[config.mk]
export PLATFORM = sky130hd
export DESIGN_NAME = dac_spi_tx
export DESIGN_NICKNAME = d
export VERILOG_FILES = /design/src/rtl/dac_spi_pkg.sv /design/src/rtl/dac_spi_tx_tick_gen.sv /design/src/rtl/dac_spi_tx.sv
export SDC_FILE = /design/constraint.sdc
export NUM_CORES = 1
export LEC_CHECK = 0
export ABC_CLOCK_PERIOD_IN_PS = 2200
export CAP_MARGIN = 20
export CORE_AREA = 5 5 74 76
export DETAILED_ROUTE_END_ITERATION = 7
export DIE_AREA = 0 0 79 81
export GPL_ROUTABILITY_DRIVEN = 0
export PLACE_DENSITY = 0.65
export SLEW_MARGIN = 20
export SYNTH_ARGS = -nofsm -noshare
export SYNTH_HDL_FRONTEND = slang
export SYNTH_SLANG_ARGS = --single-unit
[constraint.sdc]
create_clock -name sysclk -period 2.2 [get_ports sysclk]
set_input_delay 0.22 -clock sysclk [delete_from_list [all_inputs] [get_ports sysclk]]
set_output_delay 0.22 -clock sysclk [all_outputs]
set_load 0.02 [all_outputs]
[src/rtl/dac_spi_pkg.sv]
// Shared constants for the MCP4911 SPI transmitter: FSM encoding, frame layout
// and the helper that assembles a 16-bit write frame.
package dac_spi_pkg;

  localparam int FRAME_BITS = 16;

  localparam logic [1:0] ST_IDLE    = 2'd0;
  localparam logic [1:0] ST_SHIFT   = 2'd1;
  localparam logic [1:0] ST_CS_HOLD = 2'd2;
  localparam logic [1:0] ST_LDAC    = 2'd3;

  localparam int CMD_BIT  = 15;
  localparam int BUF_BIT  = 14;
  localparam int GA_BIT   = 13;
  localparam int SHDN_BIT = 12;
  localparam int DATA_MSB = 11;
  localparam int DATA_LSB = 2;

  function automatic logic [FRAME_BITS-1:0] build_frame(
    input logic       buf_b,
    input logic       ga_n,
    input logic       shdn_n,
    input logic [9:0] sample
  );
    logic [FRAME_BITS-1:0] w;
    w                    = '0;
    w[CMD_BIT]           = 1'b0;
    w[BUF_BIT]           = buf_b;
    w[GA_BIT]            = ga_n;
    w[SHDN_BIT]          = shdn_n;
    w[DATA_MSB:DATA_LSB] = sample;
    return w;
  endfunction

endpackage

[src/rtl/dac_spi_tx_tick_gen.sv]
// Half-period divider: counts 0..CLK_DIV-1 and flags the last count with a
// one-cycle tick; restart forces the count back to zero.
module spi_tick_gen #(
  parameter int CLK_DIV = 25
) (
  input  logic clk,
  input  logic rst_n,
  input  logic restart,
  output logic tick
);

  localparam int CW = (CLK_DIV > 2) ? $clog2(CLK_DIV) : 1;
  localparam logic [CW-1:0] LAST = CW'(CLK_DIV - 1);

  logic [CW-1:0] cnt_q;
  logic [CW-1:0] cnt_d;

  assign tick = (cnt_q == LAST);

  always_comb begin
    cnt_d = cnt_q + CW'(1);
    if (restart || tick) cnt_d = '0;
  end

  always_ff @(posedge clk or negedge rst_n) begin
    if (!rst_n) cnt_q <= '0;
    else        cnt_q <= cnt_d;
  end

endmodule

[src/rtl/dac_spi_tx.sv]
// MCP4911 SPI write-frame serialiser with LDAC strobe and a one-deep pending
// sample buffer that reports overwrites.
module dac_spi_tx
  import dac_spi_pkg::*;
#(
  parameter int CLK_DIV = 25,
  parameter bit BUF     = 1'b0,
  parameter bit GA_N    = 1'b1,
  parameter bit SHDN_N  = 1'b1
) (
  input  logic       sysclk,
  input  logic       rst_n,
  input  logic [9:0] data_in,
  input  logic       load,
  output logic       dac_cs_n,
  output logic       dac_sck,
  output logic       dac_sdi,
  output logic       dac_ld_n,
  output logic       busy,
  output logic       overrun
);

  logic [1:0]            state_q, state_d;
  logic [4:0]            half_q, half_d;
  logic [FRAME_BITS-1:0] sr_q, sr_d;
  logic [9:0]            pend_q, pend_d;
  logic                  pend_vld_q, pend_vld_d;
  logic                  cs_n_q, cs_n_d;
  logic                  sck_q, sck_d;
  logic                  sdi_q, sdi_d;
  logic                  ld_n_q, ld_n_d;
  logic                  busy_q, busy_d;
  logic                  ovr_q, ovr_d;

  logic                  tick;
  logic                  restart;
  logic                  start;
  logic                  decide;
  logic [9:0]            start_sample;
  logic [FRAME_BITS-1:0] start_word;

  spi_tick_gen #(.CLK_DIV(CLK_DIV)) u_tick (
    .clk     (sysclk),
    .rst_n   (rst_n),
    .restart (restart),
    .tick    (tick)
  );

  // Frame-end decision happens on the edge that closes the LDAC half-period.
  assign decide     = (state_q == ST_LDAC) && tick;
  assign start_word = build_frame(BUF, GA_N, SHDN_N, start_sample);

  always_comb begin
    state_d      = state_q;
    half_d       = half_q;
    sr_d         = sr_q;
    pend_d       = pend_q;
    pend_vld_d   = pend_vld_q;
    cs_n_d       = cs_n_q;
    sck_d        = sck_q;
    sdi_d        = sdi_q;
    ld_n_d       = ld_n_q;
    busy_d       = busy_q;
    ovr_d        = 1'b0;
    restart      = 1'b0;
    start        = 1'b0;
    start_sample = data_in;

    case (state_q)
      ST_IDLE: begin
        restart = 1'b1;
        start   = load;
      end
      ST_SHIFT: begin
        if (tick) begin
          if (half_q == 5'd31) begin
            state_d = ST_CS_HOLD;
            cs_n_d  = 1'b1;
            sck_d   = 1'b0;
            sdi_d   = 1'b0;
          end else begin
            half_d = half_q + 5'd1;
            sck_d  = ~half_q[0];
            // Next bit goes out only when SCK drops, i.e. entering an even half-period.
            if (half_q[0]) begin
              sr_d  = {sr_q[FRAME_BITS-2:0], 1'b0};
              sdi_d = sr_q[FRAME_BITS-2];
            end
          end
        end
      end
      ST_CS_HOLD: begin
        if (tick) begin
          state_d = ST_LDAC;
          ld_n_d  = 1'b0;
        end
      end
      default: begin
        if (tick) begin
          ld_n_d = 1'b1;
          if (load) begin
            start      = 1'b1;
            ovr_d      = pend_vld_q;
            pend_vld_d = 1'b0;
          end else if (pend_vld_q) begin
            start        = 1'b1;
            start_sample = pend_q;
            pend_vld_d   = 1'b0;
          end else begin
            state_d = ST_IDLE;
            busy_d  = 1'b0;
          end
        end
      end
    endcase

    if (busy_q && load && !decide) begin
      pend_d     = data_in;
      pend_vld_d = 1'b1;
      ovr_d      = pend_vld_q;
    end

    if (start) begin
      state_d = ST_SHIFT;
      half_d  = '0;
      sr_d    = start_word;
      sdi_d   = start_word[FRAME_BITS-1];
      cs_n_d  = 1'b0;
      sck_d   = 1'b0;
      busy_d  = 1'b1;
      restart = 1'b1;
    end
  end

  always_ff @(posedge sysclk or negedge rst_n) begin
    if (!rst_n) begin
      state_q    <= ST_IDLE;
      half_q     <= '0;
      sr_q       <= '0;
      pend_q     <= '0;
      pend_vld_q <= 1'b0;
      cs_n_q     <= 1'b1;
      sck_q      <= 1'b0;
      sdi_q      <= 1'b0;
      ld_n_q     <= 1'b1;
      busy_q     <= 1'b0;
      ovr_q      <= 1'b0;
    end else begin
      state_q    <= state_d;
      half_q     <= half_d;
      sr_q       <= sr_d;
      pend_q     <= pend_d;
      pend_vld_q <= pend_vld_d;
      cs_n_q     <= cs_n_d;
      sck_q      <= sck_d;
      sdi_q      <= sdi_d;
      ld_n_q     <= ld_n_d;
      busy_q     <= busy_d;
      ovr_q      <= ovr_d;
    end
  end

  assign dac_cs_n = cs_n_q;
  assign dac_sck  = sck_q;
  assign dac_sdi  = sdi_q;
  assign dac_ld_n = ld_n_q;
  assign busy     = busy_q;
  assign overrun  = ovr_q;

endmodule

Fig. 1: placement by cell class
Fill, decap, tap and diode cells in grey.
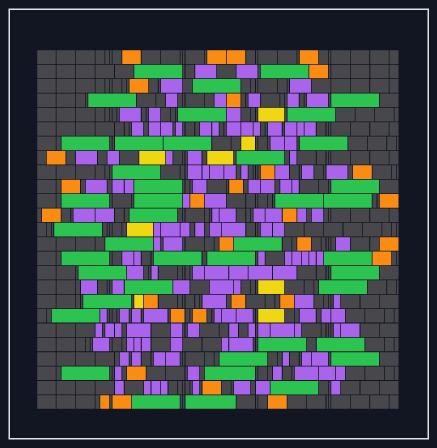
legend:
  purple:
    class: combinational and other logic
    cells: 143
    share_of_their_area: 41%
  yellow:
    class: clock drivers and dummy loads
    cells: 8
    share_of_their_area: 4.0%
  orange:
    class: remaining buffers and delay cells
    cells: 30
    share_of_their_area: 11%
  green:
    class: sequential cells
    cells: 42
    share_of_their_area: 44%

==> flow_summary.ini <==
; flow metrics
[run_status]
status = completed

[logic_synthesis]
ys_async_sr_fraction_pct = 100
syn_avg_cell_area_um2 = 10.6
common_cells = dfrtp_1, o22ai_1, inv_1, nand2_1, nor2_1
flop_cell = dfrtp_1
ys_top_cells_by_area = dfrtp_1, ha_1, mux2_2, o22ai_1, a211oi_1
ys_cells = 194
syn_inst = 194
synth-edff-count = 0
synth_area_leader_cell = dfrtp_1
most_common_cell = dfrtp_1
syn-cell-area_um2 = 2060
syn_nets = 217
yosys_warnings = 0
ys_seq_share_pct = 51.1
yosysUniqueCellTypes = 38
yosys-stat-area_um2 = 2060
synth_flops = 42
top_area_share_pct = 48.6

[cells_and_area]
fillers = 408
regArea_um2 = 1050
drive_above_1_share_pct = 16.1
area_delta_synth_final_pct = 19.0
logic_area_um2 = 915
antennaDiodeCount = 0
fin_nets = 245

[worst_setup_path]
cp.required_ns = 2.42
crit_path_end_kind = register
r2r_cells = 8
cp_max_fo = 10
startpoint = half_q[1]$_DFFE_PN0P_
cp-endpoint = sr_q[2]$_DFFE_PN0P_
crit_path_start_kind = register
crit_type = reg2reg
r2r-end = sr_q[2]$_DFFE_PN0P_
rrSetupSlack_ns = 0.13
reg2reg_from = half_q[1]$_DFFE_PN0P_
crit_arrival_ns = 2.29

[global_routing]
grt_pass1_wl_mm = 7.24
grt_pass1_vias = 1518
gr-usage-all-layers_pct = 14.4
grt_antenna_before_repair = 0
grt.overflow.total = 0
grt_start_max_net_pins = 43

[sta]
slew_viol_final = 0
hold_viol = 0
setup_tns_ns = 0
slew_headroom_pct = 39.4
fin_worst_skew_ns = 0.00661
finalSetupViolCount = 0
worstMarginPinSlew_ns = 0.910
post-route-period-util_pct = 94.0
max_freq_mhz = 484
layout_min_cycle_time_ns = 2.07
rsz0062_at_grt = false

[pwr]
combinationalPowerShare_pct = 23.0
swShare_pct = 29.9
internal-power_mw = 1.43
power_mw = 2.04
p_per_area_nw_per_um2 = 833
pwr-share-seq_pct = 51.7
vdd_drop_max_uv = 351
cellLeakagePower_nw = 1.11
power.clock.fraction_pct = 25.3
p_switching_uw = 610

[routing]
drt-initial-drc-count = 89
wl_per_cell_um = 14.3
num_vias = 1508
avgViaCountPerCell = 5.44
first_pass_iters = 4
drtAntennaViolNets = 0
drc = 0
totalWireLength_mm = 3.96

[placed_design]
portBuffers = 18
dpl.hpwl_mm = 2.84

[floorplanning]
fp_util_pct = 44.2
dieHeight_um = 81
num_rows = 25
dieArea_um2 = 6400
die_x_um = 79
core-area_um2 = 4660
pin_count = 19

[clocking]
cts_sinks = 42
cts_tree = done
cts_setup_buffers = 0
clk_path_buf_depth = 2
numCtsBuffers = 5
worstSkewPairLatency_ns = 0.29
h-tree-depth = 2
clk_pin_slew_ns = 0.08
cts-root-buf = clkbuf_8

[flow_run]
maxCapViolCount = 0
warning_count = 32

[worst_hold_path]
min_path_type = in2async
Fig. 2: signal wires on met2
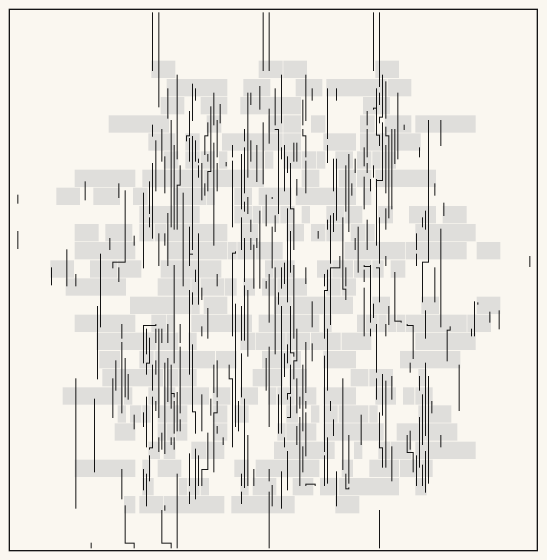
nets with wire on the layer: 193
share of all routed wire: 45%
main direction: vertical
wire length on this layer: 1790 um
longest straight run: 21.2 um

[repair_timing]
| action | CTS | global route |
|---|---|---|
| gates resized | 0 | 2 |
| endpoints found under the setup margin | 0 | 13 |
| hold buffers | 0 | 0 |
[sequential cells by signal, indices dropped and copies added (netlist names)]
| name | flops |
|---|---|
| busy | 1 |
| state_q | 2 |
| pend_q | 10 |
| dac_sck | 1 |
| dac_sdi | 1 |
| pend_vld_q | 1 |
| dac_cs_n | 1 |
| u_tick.cnt_q | 5 |
| sr_q | 13 |
| overrun | 1 |
| half_q | 5 |
| dac_ld_n | 1 |
[worst min path at each step]
stage                     startpoint               endpoint
after global routing           rst_n  pend_q[0]$_DFFE_PN0P_
after detailed placement       rst_n    dac_sdi$_DFFE_PN0P_
after CTS                      rst_n    dac_sdi$_DFFE_PN0P_
final                          rst_n    dac_sdi$_DFFE_PN0P_
after global placement         rst_n    dac_sck$_DFFE_PN0P_
after floorplan                rst_n       busy$_DFFE_PN0P_
[logic make-up after synthesis]
family | share of synthesized area (%)
AOI/OAI and AO/OA | 15.4
xor gates and xnor gates | 2.13
adders and majority gates | 6.07
buffers and inverters | 4.86
DFF | 51.1
muxes | 7.89
and+or+nand+nor | 12.5
[layout make-up]
class                      instances  area share [%]
sequential                        42            43.0
multi-input combinational        128            37.3
timing repair buffer              30            10.8
clock buffer                       6            3.37
tap                               54            2.76
inverter                          15            2.30
clock inverter                     2           0.510
[power groups by stage]
stage / sequential (mW) / clock [mW] / combinational [mW]
after floorplan: 1.06 / 0 / 0.308
after global placement: 1.07 / 0 / 0.457
after detailed placement: 1.07 / 0 / 0.471
after CTS: 1.06 / 0.532 / 0.475
after global routing: 1.08 / 0.564 / 0.543
final: 1.06 / 0.516 / 0.470
[routing by layer]
metal / vias to the layer above / share of wire (%) / track usage [%]
met5: - / 0 / 0
met1: 734 / 50 / 20.1
li1: 754 / - / -
met2: 15 / 45 / 21.7
met4: 0 / 1.9 / 6.70
met3: 5 / 2.3 / 2.44
[placed cells by master (no fill, tap or decap), drive strengths merged, types with 5 or more instances in the layout]
cell type	instances
mux2	10
inv	15
nor3	5
o21ai	5
clkdlybuf4s50	17
nor2	11
nand2	12
a21oi	6
ha	10
o22ai	18
buf	13
a211oi	9
dfrtp	40
mux2i	5
clkbuf	6
[per-stage QoR]
step / instances / area (um2) / setup WS, ns / hold WS (ns) / util [%]
final: 277 / 2450 / 0.133 / 0.0514 / 52.6
after global routing: 277 / 2450 / 0.000902 / 0.156 / 52.6
after CTS: 277 / 2440 / 0.0466 / 0.0950 / 52.5
after detailed placement: 269 / 2350 / 0.0665 / 0.415 / 50.4
after global placement: 269 / 2350 / 0.128 / 0.411 / 50.4
after floorplan: 194 / 2060 / 0.0825 / -0.0756 / -
[worst max-delay path, stage by stage (launching register included)]
cell     delay [ns]
dfrtp_1        0.37
ha_1           0.17
and3_1         0.17
ha_1           0.15
and3b_1        0.21
and2_1         0.22
buf_4          0.19
or4_1          0.42
o21ai_0        0.09
Power and IR drop assume default switching activity.
